### The clock network, run 1

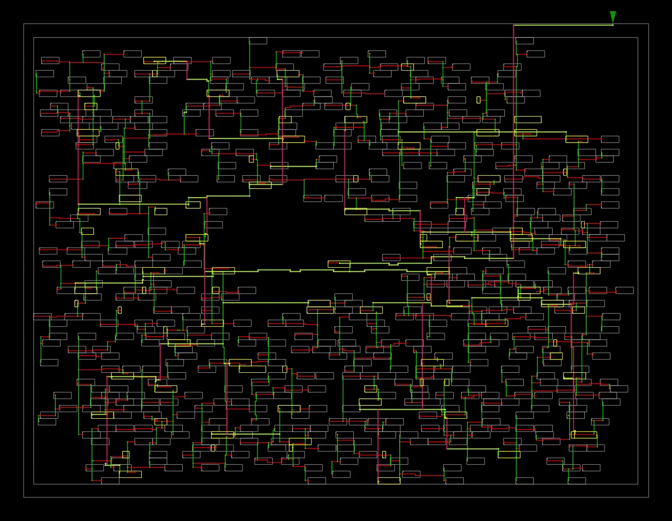
### Placement density heat map, run 1

Drawn at 1.5 px/um. 26 x 20 tiles, from black (low) to pale yellow (high), 0 to 100% covered.
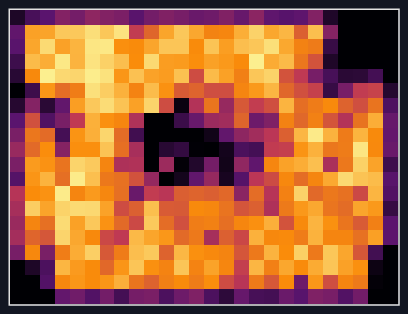
### PDN straps and rails, run 1

Drawn at 1.5 px/um. Pins as bars on the die edge.
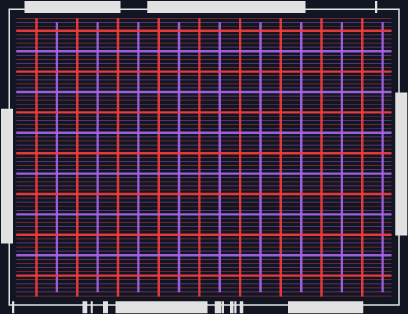
### Sequential cells coloured by netlist name, run 1

Drawn at 1.5 px/um. Other sequential cells in the stronger grey, the rest of the logic in the fainter grey.
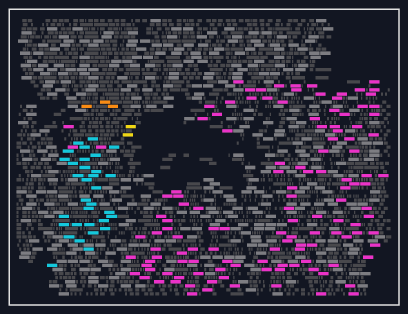
==> config.mk <==
export PLATFORM = sky130hd
export DESIGN_NAME = aes_axis_cmd_frontend
export DESIGN_NICKNAME = d
export VERILOG_FILES = /design/src/rtl/aes_axis_pkg.sv /design/src/rtl/aes_axis_out_ser.sv /design/src/rtl/aes_axis_cmd_frontend.sv
export SDC_FILE = /design/constraint.sdc
export NUM_CORES = 1
export LEC_CHECK = 0
export CAP_MARGIN = 20
export CORE_ASPECT_RATIO = 0.75
export CORE_MARGIN = 4
export CORE_UTILIZATION = 46
export CTS_CLUSTER_SIZE = 25
export DETAILED_ROUTE_END_ITERATION = 10
export PLACE_DENSITY = 0.76
export RECOVER_POWER = 50
export SYNTH_ARGS = -nofsm -noshare
export SYNTH_HDL_FRONTEND = slang
export SYNTH_SLANG_ARGS = --single-unit
==> constraint.sdc <==
create_clock -name clock -period 1.9 [get_ports clock]
set_input_delay 0.38 -clock clock [delete_from_list [all_inputs] [get_ports clock]]
set_output_delay 0.38 -clock clock [all_outputs]
set_load 0.05 [all_outputs]
==> GITHUB_STEP_SUMMARY <==
## Synthesis and layout report

| Metric | Value |
|---|---|
| Worst r2r path cells | 10 |
| First-pass GRT wire length | 110000 um |
| Syn Nets | about 2600 |
| Clk slew on worst S/H paths | about 70 ps |
| WL met2 | between 30000 and 40000 um |
| Failing checks | setup timing |
| Most frequent cells in the layout | nand2_1 (678), dfxtp_1 (547), a21oi_1 (293) |
| Initial antenna violation count | 0 |
| Diode count | 0 |
| Fin. max-slew vios | 0 |
| Mean Syn Cell Area | 8.97 um2 |
| Syn Inst Count | 2419 |
| Status | finished, violations left |
| Post-DP HPWL | between 40000 and 50000 um |
| Tool Warnings | 34 |
| Final instance count without filler cells | between 3000 and 4000 |
| Global route hottest layer | met2 |
| Dominant kind of combinational cell | simple AND/OR/NAND/NOR gates |
| Fmax achieved | around 0.42 GHz |
| Post-CTS Hold Fix Bufs | 0 |
| Worst hold slack | ~220 ps |
| Count of input and output buffers | 456 |
| Commonest Layout Cell | nand2_1 |
| Worst Path Max Fanout | 5 |
| Dpl cell area | 0.0266 mm2 |
| RSZ-0062 raised after global routing | true |
| DRT antenna net count | 0 |
| Power Total | between 20 and 25 mW |
| MUX share of area | 0.104 |
| R2r setup slk | -470 ps |
| Asr flop ratio synth | 0 |
| Met1 usage in global routing | 0.375 |
| Critical Path AT | roughly 2800 ps |
| TritonCTS clock tree | done |
| Hold Fails Final Rpt | 0 |
| Placement Rows | around 70 |
| Yosys top cell area share | 0.511 |
| Crit-path cells | nor4_4 -> nand4_2 -> buf_6 -> o31ai_4 -> buf_6 -> nand2b_4 -> buf_12 -> buf_12 -> buf_16 -> o211ai_1 |
| Layout cells sized above 1 | 0.162 |
| # IOs | roughly 460 |
| Critical path class | reg -> reg |
| Least-Margin Pin Slew | 962 ps |
| Routed WL | around 75000 um |
| Setup crit end kind | flop |
| Largest stage delay, worst path | roughly 340 ps |
| Req. time, crit path | 2350 ps |
| Startpoint Class | flop |
| 1st-iter DRT viols | 1976 |
| Clock Tree Buf Depth | 3 |
| Vias | 19200 |
| Synth Register Bits | around 550 |
| Place WS | -512 ps |
| H-Tree Depth | 2 |
| Post-CTS Repair Setup Buffers | 33 |
| Setup TNS | -74130 ps |
| Die ar. | 0.0508 mm2 |
| Synth Seq Share | 0.511 |
| Ys flop type | dfxtp_1 |
| Worst Slack Setup Final | -466 ps |
| Drt drc | 0 |
| Area grow syn2layout | 35.3% |
| CTS buffer count | 52 |
| Final RePlAce weighted congestion | roughly 0.9 |
| Yosys stat area | ~0.022 mm2 |
| Delay-heaviest family, CP | buffers and inverters |
| Ys Warns | 0 |
| Met3 routed WL | 5640 um |
| Maxcap violations | 0 |
| Largest net degree at the start of global routing | between 200 and 300 |
| Post-synthesis compound-gate area fraction | 0.123 |
| Final setup vio count | between 200 and 300 |
| Highest metal used | met4 |
| Met3 Resource Use GR | 0.0472 |
| Vias in the first global route | ~19000 |
| FA/HA/MAJ Cells, Area Fraction | 0.00115 |
| Post-route cell area | 0.0294 mm2 |
| GRT met2 Usage | 0.442 |
| Cell Count Post-Placement | approximately 3400 |
| Residual overflow from global routing | 0 |
| Netlist cell types | 42 |
| Synth top cells by count | nand2_1 (679), dfxtp_1 (554), a21oi_1 (294) |
| Worst path depth | 10 |
| Flip-flops with a built-in enable | 0 |
| Metal-1 WL | 31500 um |
| Chip Width | 259 um |
| Most repeated cell in the gate-level netlist after synthesis | nand2_1 |
| GRT Util Overall | 0.274 |
| Final critical-path share of the clock period | 1.25 |
| Normalized max-slew margin | 0.359 |
| Post-Syn Area | 0.0217 mm2 |
| Top area cell types | dfxtp_1 (51%), nand2_1 (12%), mux2i_1 (10%) |
| WL per Instance | between 20 and 25 um |
| Clock root cell | clkbuf_16 |
| DRT Pass-1 Iters | 5 |
| Final nets | 3030 |
| Largest area contributor in the netlist | dfxtp_1 |
| Yosys cell count | roughly 2400 |
| Pwr Density | around 800 mW/mm2 |
| Min cycle time layout | ~2400 ps |
| CP Buf/Inv Count | 5 |
| Yosys xor share | 0.000404 |
| Worst hold path type | in -> reg |
| Crit-path slowest cell | dfxtp_1 |
| Hold path depth | 4 |
| Leakage dissipation | roughly 12 nW |
| Vias per cell | 5.45 |
| Post-CTS sizing | a little over 200 |
| Simple share | 0.206 |
| Filler cell count | roughly 3800 |
-- 'The clock network' (at the start) --
Late-Pin Clk Latency: 580 ps
Clk power: 10.5 mW
CTS Sinks: 554
clk_skew: 25.6 ps

-- 'Placement density heat map' (at the start) --
emptiest ninth of the die = middle
nearly empty tiles = 8.1%
tiles over 75% full = 34%
fullest tile = 97%
mean over tiles = 56%
Core ar.: 0.0463 mm2
Initial Util: 0.469
final core utilization: 0.635

-- 'PDN straps and rails' (at the start) --
red -> VSS
purple -> VDD
met4 straps = 18
met1 rails = 69
die height: 196 um
Max rail drop VDD: 0.672 mV

-- 'Sequential cells coloured by netlist name' (at the start) --
cyan -> cmd_q  # placed flops 32
orange -> state  # placed flops 3
magenta -> aes_key  # placed flops 128
yellow -> cnt  # placed flops 2
not coloured = 389
Seq group: 11.7 mW
sequential cell area share: 0.378
Sequential cell area: 0.0111 mm2

[run 1: layout make-up]
type	count	area [um2]	area share
clock buffer	79	1520	0.0518
clock inverter	14	168	0.00571
tap	630	788	0.0268
multi-input combinational	1639	9600	0.327
timing repair buffer	612	6180	0.210
inverter	3	11.3	0.000383
sequential	554	11100	0.378
[run 1: power by group]
group / total [mW] / internal, mW / switching (mW)
Combinational: 1.31 / 0.715 / 0.594
Sequential: 11.7 / 11.7 / 0.0686
Clock: 10.5 / 5.93 / 4.54
[run 1: worst reg2reg max path, cell delays in order (launching register included)]
cell	delay (ps)
dfxtp_1	340
nor4_4	280
nand4_2	200
buf_6	190
o31ai_4	290
buf_6	150
nand2b_4	70
buf_12	140
buf_12	140
buf_16	130
o211ai_1	300
Power is estimated from default activity; no workload was simulated.
